--- config.mk ---
export PLATFORM = sky130hd
export DESIGN_NAME = garage_door_plant
export DESIGN_NICKNAME = d
export VERILOG_FILES = /design/src/rtl/garage_door_plant.sv
export SDC_FILE = /design/constraint.sdc
export NUM_CORES = 1
export LEC_CHECK = 0
export ABC_AREA = 1
export CAP_MARGIN = 40
export CORE_MARGIN = 2
export CORE_UTILIZATION = 45
export CTS_CLUSTER_SIZE = 8
export DETAILED_ROUTE_END_ITERATION = 10
export GPL_TIMING_DRIVEN = 1
export HOLD_SLACK_MARGIN = 0.03
export PLACE_DENSITY = 0.72
export SKIP_LAST_GASP = 1
export SYNTH_ARGS = -nofsm -noshare
export SYNTH_HDL_FRONTEND = slang
export SYNTH_SLANG_ARGS = --single-unit
--- constraint.sdc ---
create_clock -name CLK -period 1.95 [get_ports CLK]
set_input_delay 0.195 -clock CLK [delete_from_list [all_inputs] [get_ports CLK]]
set_output_delay 0.195 -clock CLK [all_outputs]
set_load 0.02 [all_outputs]
--- src/rtl/garage_door_plant.sv ---
// Garage door plant model: integrates UP_M/DOWN_M into a bounded door position,
// decodes the limit switches, flags contradictory drive, and debounces the wall button.
module garage_door_plant #(
  parameter int TRAVEL_TICKS = 8,
  parameter int STEP_DIV     = 4,
  parameter int DEBOUNCE     = 3,
  parameter int POS_W        = 4
) (
  input  logic             CLK,
  input  logic             RST,
  input  logic             UP_M,
  input  logic             DOWN_M,
  input  logic             BUTTON,
  output logic             Activate,
  output logic             UP_MAX,
  output logic             DOWN_MAX,
  output logic [POS_W-1:0] POSITION,
  output logic             FAULT
);

  localparam int CNT_W = (STEP_DIV > 1) ? $clog2(STEP_DIV) : 1;
  localparam int DB_W  = (DEBOUNCE > 1) ? $clog2(DEBOUNCE) : 1;
  localparam logic [CNT_W-1:0] STEP_LAST = CNT_W'(STEP_DIV - 1);
  localparam logic [DB_W-1:0]  DB_LAST   = DB_W'(DEBOUNCE - 1);
  localparam logic [POS_W-1:0] POS_TOP   = POS_W'(TRAVEL_TICKS);
  localparam logic [POS_W-1:0] POS_TOP_M1 = POS_W'(TRAVEL_TICKS - 1);
  localparam logic [POS_W-1:0] POS_ONE   = POS_W'(1);

  typedef enum logic [1:0] {STOPPED, RISING, FALLING, JAMMED} state_t;

  state_t             state_reg;
  logic [CNT_W-1:0]   step_cnt_reg;
  logic [POS_W-1:0]   pos_reg;
  logic               fault_reg;

  logic               sync1_reg;
  logic               sync2_reg;
  logic               deb_level_reg;
  logic [DB_W-1:0]    deb_cnt_reg;
  logic               activate_reg;

  assign POSITION = pos_reg;
  assign FAULT    = fault_reg;
  assign Activate = activate_reg;
  assign UP_MAX   = (pos_reg == POS_TOP);
  assign DOWN_MAX = (pos_reg == '0);

  always_ff @(posedge CLK or negedge RST) begin
    if (!RST) begin
      state_reg    <= STOPPED;
      step_cnt_reg <= '0;
      pos_reg      <= '0;
      fault_reg    <= 1'b0;
    end else begin
      case (state_reg)
        STOPPED: begin
          step_cnt_reg <= '0;
          if (UP_M && DOWN_M) begin
            state_reg <= JAMMED;
            fault_reg <= 1'b1;
          end else if (UP_M && !UP_MAX) begin
            state_reg <= RISING;
          end else if (DOWN_M && !DOWN_MAX) begin
            state_reg <= FALLING;
          end
        end
        RISING: begin
          if (UP_M && DOWN_M) begin
            state_reg    <= JAMMED;
            fault_reg    <= 1'b1;
            step_cnt_reg <= '0;
          end else if (!UP_M) begin
            // Partial step is discarded on stop or reversal.
            state_reg    <= (DOWN_M && !DOWN_MAX) ? FALLING : STOPPED;
            step_cnt_reg <= '0;
          end else if (UP_MAX) begin
            state_reg    <= STOPPED;
            step_cnt_reg <= '0;
          end else if (step_cnt_reg == STEP_LAST) begin
            step_cnt_reg <= '0;
            pos_reg      <= pos_reg + POS_ONE;
            if (pos_reg == POS_TOP_M1) state_reg <= STOPPED;
          end else begin
            step_cnt_reg <= step_cnt_reg + 1'b1;
          end
        end
        FALLING: begin
          if (UP_M && DOWN_M) begin
            state_reg    <= JAMMED;
            fault_reg    <= 1'b1;
            step_cnt_reg <= '0;
          end else if (!DOWN_M) begin
            state_reg    <= (UP_M && !UP_MAX) ? RISING : STOPPED;
            step_cnt_reg <= '0;
          end else if (DOWN_MAX) begin
            state_reg    <= STOPPED;
            step_cnt_reg <= '0;
          end else if (step_cnt_reg == STEP_LAST) begin
            step_cnt_reg <= '0;
            pos_reg      <= pos_reg - POS_ONE;
            if (pos_reg == POS_ONE) state_reg <= STOPPED;
          end else begin
            step_cnt_reg <= step_cnt_reg + 1'b1;
          end
        end
        JAMMED: begin
          step_cnt_reg <= '0;
          if (!UP_M && !DOWN_M) begin
            state_reg <= STOPPED;
            fault_reg <= 1'b0;
          end
        end
        default: begin
          state_reg    <= STOPPED;
          step_cnt_reg <= '0;
          fault_reg    <= 1'b0;
        end
      endcase
    end
  end

  // Button: 2-flop synchronizer, stability counter, rising-edge pulse on the debounced level.
  always_ff @(posedge CLK or negedge RST) begin
    if (!RST) begin
      sync1_reg     <= 1'b0;
      sync2_reg     <= 1'b0;
      deb_level_reg <= 1'b0;
      deb_cnt_reg   <= '0;
      activate_reg  <= 1'b0;
    end else begin
      sync1_reg    <= BUTTON;
      sync2_reg    <= sync1_reg;
      activate_reg <= 1'b0;
      if (sync2_reg != deb_level_reg) begin
        if (deb_cnt_reg == DB_LAST) begin
          deb_level_reg <= sync2_reg;
          deb_cnt_reg   <= '0;
          activate_reg  <= sync2_reg;
        end else begin
          deb_cnt_reg <= deb_cnt_reg + 1'b1;
        end
      end else begin
        deb_cnt_reg <= '0;
      end
    end
  end

endmodule

run_1/placement_by_type.png
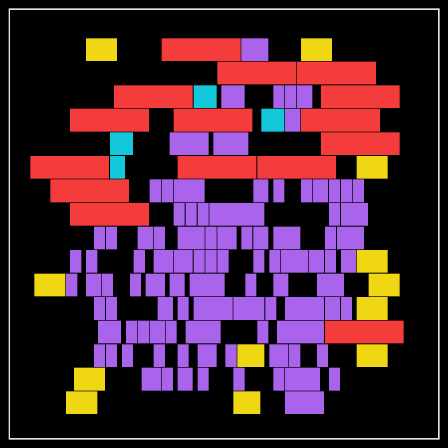
clock drivers and dummy loads: drawn in cyan, cells 4, share of their area 2.6%. sequential cells: drawn in red, cells 15, share of their area 35%. combinational and other logic: drawn in purple, cells 97, share of their area 51%. remaining buffers and delay cells: drawn in yellow, cells 12, share of their area 11%.
area of all placed cells without fillers: 1100 µm²
cell row count: 16

run_1/cell_density.png
Scale bar: 10 µm. The die is cut into 10 by 10 equal tiles; black is low, pale yellow is high, 0 to 100% covered.
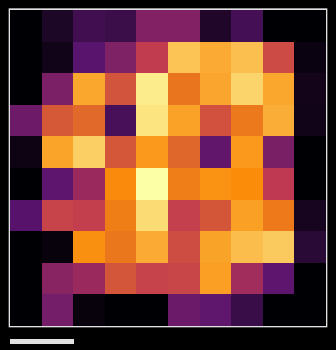
16% of the tiles are nearly empty. The fullest tile reaches 100%. The mean over all tiles is 44%.
core utilization of the finished layout: 56.06%
Core Density at Floorplan: 47.39%

run_1/congestion.png
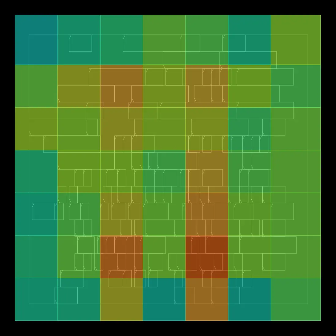
met1 GRT Util: 17.61%
met3 global-route usage: 5.758%

run_1/io_fan.png
Scale bar: 10 µm.
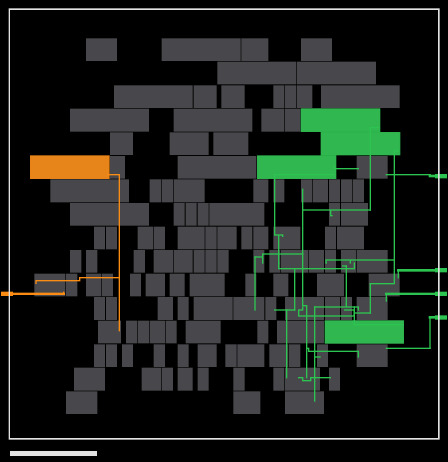
`POSITION`: drawn in green, direction output, end cells 4, buffers 4, wire 211 µm. `FAULT`: drawn in orange, direction output, end cells 1, buffers 1, wire 35.7 µm.

==> summary.rpt, run 1 <==
IMPLEMENTATION SUMMARY REPORT
----------------------------------------------------
[Run status]
  Status ........................ complete, no violations

[Yosys]
  Number of enable-type register cells in the synthesized netlist ........................ 0
  Top cell area share ........................ 40.38%
  Ys async rst share ........................ 100.0%
  Cell count in the Yosys report ........................ 113
  Cell Type Count ........................ 27
  Synth cell count leaders ........................ sky130_fd_sc_hd__nand2_1 (27), sky130_fd_sc_hd__inv_1 (17), sky130_fd_sc_hd__dfrtp_1 (15)
  Dominant cell by count in the synthesized netlist ........................ sky130_fd_sc_hd__nand2_1
  Area fraction in mux cells ........................ 1.211%
  Number of synthesis warnings ........................ 0
  Main logic family after synthesis ........................ simple AND/OR/NAND/NOR gates

[Global routing]
  Number of global-route vias before repair ........................ 664
  Initial antenna violation count ........................ 0
  Pin count of the biggest net entering global routing ........................ 16
  Global-route wire length before repair ........................ 2.773 mm
  Met2 track demand over resource ........................ 25.45%
  Total congestion overflow ........................ 0
  Total global-route track usage ........................ 14.58%

[Clock network]
  CTS Buffer Depth ........................ 2
  Hold buffer count at cts ........................ 0
  Maximum level of the CTS H-tree ........................ 1
  Post-CTS clock slew at the launch and capture registers of the worst setup and hold paths ........................ 0.09 ns

[Route]
  Via count ........................ 703
  Average routed wire per standard cell ........................ 9.961 µm
  Met3 WL ........................ 55 µm
  Initial DRT Pass Iterations ........................ 4
  Uppermost metal layer occupied by signal nets ........................ met3
  Wirelength, routed ........................ 1.544 mm
  Wire length on met1 ........................ 710 µm

[Critical path]
  CP Launch Type ........................ flip-flop
  Worst setup path end ........................ UP_MAX
  Largest delay share family, worst path ........................ buffers and inverters
  Path depth of the worst reg2reg path ........................ 9
  Capture point of the worst reg-to-reg path ........................ state_reg[0]
  Required time at the worst-slack endpoint ........................ 1.75 ns
  Most prevalent standard cell on the critical path ........................ sky130_fd_sc_hd__inv_1
  Arr. time, crit path ........................ 1.59 ns
  Total buffers and inverters traversed by the critical path ........................ 3
  Path type of the worst setup path ........................ flip-flop to output pin
  Cell chain of the critical path ........................ inv_1 > ha_2 > nand3_2 > inv_1 > dlygate4sd2_1
  Number of cells on the critical path ........................ 5
  Reg2reg start ........................ POSITION[0]

[Power]
  Leakage ........................ 0.5389 nW
  Power in combinational cells ........................ 479 µW
  Part of the total power dissipated in combinational logic ........................ 43.0%
  Cell area power density ........................ 1012 nW/µm²
  Group with the largest share of power ........................ combinational cells
  Total design power ........................ 1.113 mW

[Flow run]
  Number of violations of the max-capacitance limit ........................ 0

[Final layout]
  Multi-input combinational cell count ........................ 77
  Number of filler cells placed in the layout ........................ 196
  Final non-filler cell total ........................ 155
  Proportion of cell area occupied by multi-input gates ........................ 42.66%
  Relative area of clock buffers and inverters in the final design ........................ 2.503%
  Clock tree buffer count of the final layout ........................ 3
  Non-clock buffer share of cell area ........................ 10.69%
  Largest contributor to cell area by class ........................ combinational gates

[Floorplan]
  Die outline area ........................ 2445 µm²
  Die boundary width ........................ 49.45 µm

[Final timing]
  Transition time at the pin with the least slew margin ........................ 0.6439 ns
  Max-slew headroom at the worst pin ........................ 56.94%
  Worst setup margin ........................ 0.1684 ns
  Clock Skew ........................ 0.008006 ns
  Final max-slew violation count ........................ 0

[Placement]
  Worst slack after detailed placement ........................ 0.1579 ns
  Area post-placement ........................ 1072 µm²
  RD Place Congestion ........................ 0.8244

----------------------------------------------------
==> run 2, diff against run 1 <==
CAP_MARGIN = 20   (was 40)
run_2/io_fan.png
Scale bar: 10 µm.
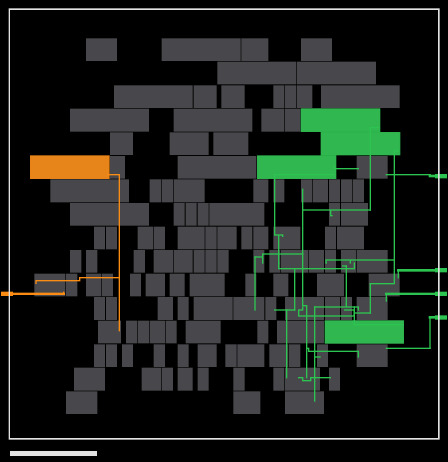
`POSITION`: drawn in green, direction output, end cells 4, buffers 4, wire 211 µm. `FAULT`: drawn in orange, direction output, end cells 1, buffers 1, wire 35.7 µm.

==> run 2 against run 1 <==
  * Non-clock buffer count unchanged
  * Maximum frequency unchanged
  * Cell count stayed put
  * Core utilization stayed put
  * Global-route usage is the same
  * Synthesized cell count unchanged
  * Via count did not move
  * Register-to-register slack about the same
  * Flip-flop count unchanged
  * Largest cell class unchanged
==> summary.rpt, run 2 <==
IMPLEMENTATION SUMMARY REPORT
----------------------------------------------------
[Run status]
  Status ........................ complete, no violations

[Clock network]
  Maximum level of the CTS H-tree ........................ 1
  Hold buffer count at cts ........................ 0

[Final timing]
  Clock Skew ........................ 0.008006 ns
  Transition time at the pin with the least slew margin ........................ 0.6439 ns
  Worst setup margin ........................ 0.1684 ns
  Max-slew headroom at the worst pin ........................ 56.94%
  Final max-slew violation count ........................ 0

[Final layout]
  Number of filler cells placed in the layout ........................ 196
  Relative area of clock buffers and inverters in the final design ........................ 2.503%
  Largest contributor to cell area by class ........................ combinational gates
  Core utilization of the finished layout ........................ 56.06%
  Clock tree buffer count of the final layout ........................ 3
  Non-clock buffer share of cell area ........................ 10.69%
  Area of all placed cells without fillers ........................ 1100 µm²
  Proportion of cell area occupied by multi-input gates ........................ 42.66%

[Critical path]
  Arr. time, crit path ........................ 1.59 ns
  Reg2reg start ........................ POSITION[0]
  Total buffers and inverters traversed by the critical path ........................ 3
  Largest delay share family, worst path ........................ buffers and inverters
  Number of cells on the critical path ........................ 5
  Required time at the worst-slack endpoint ........................ 1.75 ns
  CP Launch Type ........................ flip-flop
  Path type of the worst setup path ........................ flip-flop to output pin
  Capture point of the worst reg-to-reg path ........................ state_reg[0]
  Cell chain of the critical path ........................ inv_1 > ha_2 > nand3_2 > inv_1 > dlygate4sd2_1
  Path depth of the worst reg2reg path ........................ 9
  Worst setup path end ........................ UP_MAX

[Power]
  Group with the largest share of power ........................ combinational cells
  Power in combinational cells ........................ 479 µW
  Total design power ........................ 1.113 mW
  Leakage ........................ 0.5389 nW
  Cell area power density ........................ 1012 nW/µm²

[Yosys]
  Synth area leader ........................ sky130_fd_sc_hd__dfrtp_1
  Cell Type Count ........................ 27
  Main logic family after synthesis ........................ simple AND/OR/NAND/NOR gates
  Area fraction in mux cells ........................ 1.211%
  Cell count in the Yosys report ........................ 113
  Dominant cell by count in the synthesized netlist ........................ sky130_fd_sc_hd__nand2_1
  Synth cell count leaders ........................ sky130_fd_sc_hd__nand2_1 (27), sky130_fd_sc_hd__inv_1 (17), sky130_fd_sc_hd__dfrtp_1 (15)
  Ys async rst share ........................ 100.0%
  Number of synthesis warnings ........................ 0
  Top cell area share ........................ 40.38%
  Number of enable-type register cells in the synthesized netlist ........................ 0

[Route]
  Average routed wire per standard cell ........................ 9.961 µm
  Initial DRT Pass Iterations ........................ 4
  Met3 WL ........................ 55 µm
  Wirelength, routed ........................ 1.544 mm
  Uppermost metal layer occupied by signal nets ........................ met3
  Wire length on met1 ........................ 710 µm
  Via count ........................ 703

[Global routing]
  Total global-route track usage ........................ 14.58%
  Met2 track demand over resource ........................ 25.45%
  Initial antenna violation count ........................ 0
  Total congestion overflow ........................ 0
  Met1 GRT Util ........................ 17.61%
  Met3 global-route usage ........................ 5.758%
  Number of global-route vias before repair ........................ 664
  Global-route wire length before repair ........................ 2.773 mm

[Placement]
  Worst slack after detailed placement ........................ 0.1579 ns
  Area post-placement ........................ 1072 µm²
  RD Place Congestion ........................ 0.8244

[Floorplan]
  Die outline area ........................ 2445 µm²
  Core Density at Floorplan ........................ 47.39%
  Cell row count ........................ 16

[Flow run]
  Number of violations of the max-capacitance limit ........................ 0

----------------------------------------------------
run_2/power_grid.png
Scale bar: 10 µm. Pins as bars on the die edge.
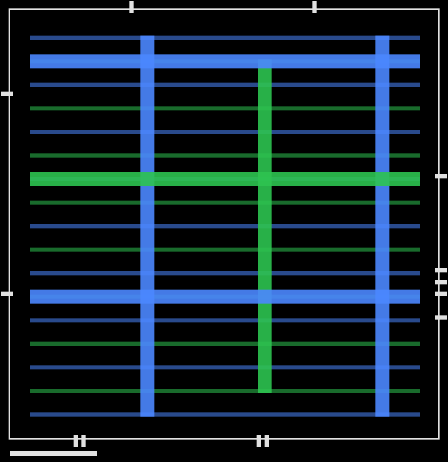
VSS: drawn in blue. VDD: drawn in green.
13 signal pins sit on the boundary. 3 straps on met5. 17 met1 rails follow the rows. 3 straps on met4.
die height: 49.45 µm
die boundary width: 49.45 µm
worst IR drop on VDD: 0.0005683 V
floorplan core area: 1962 µm²

Power and IR drop assume default switching activity.
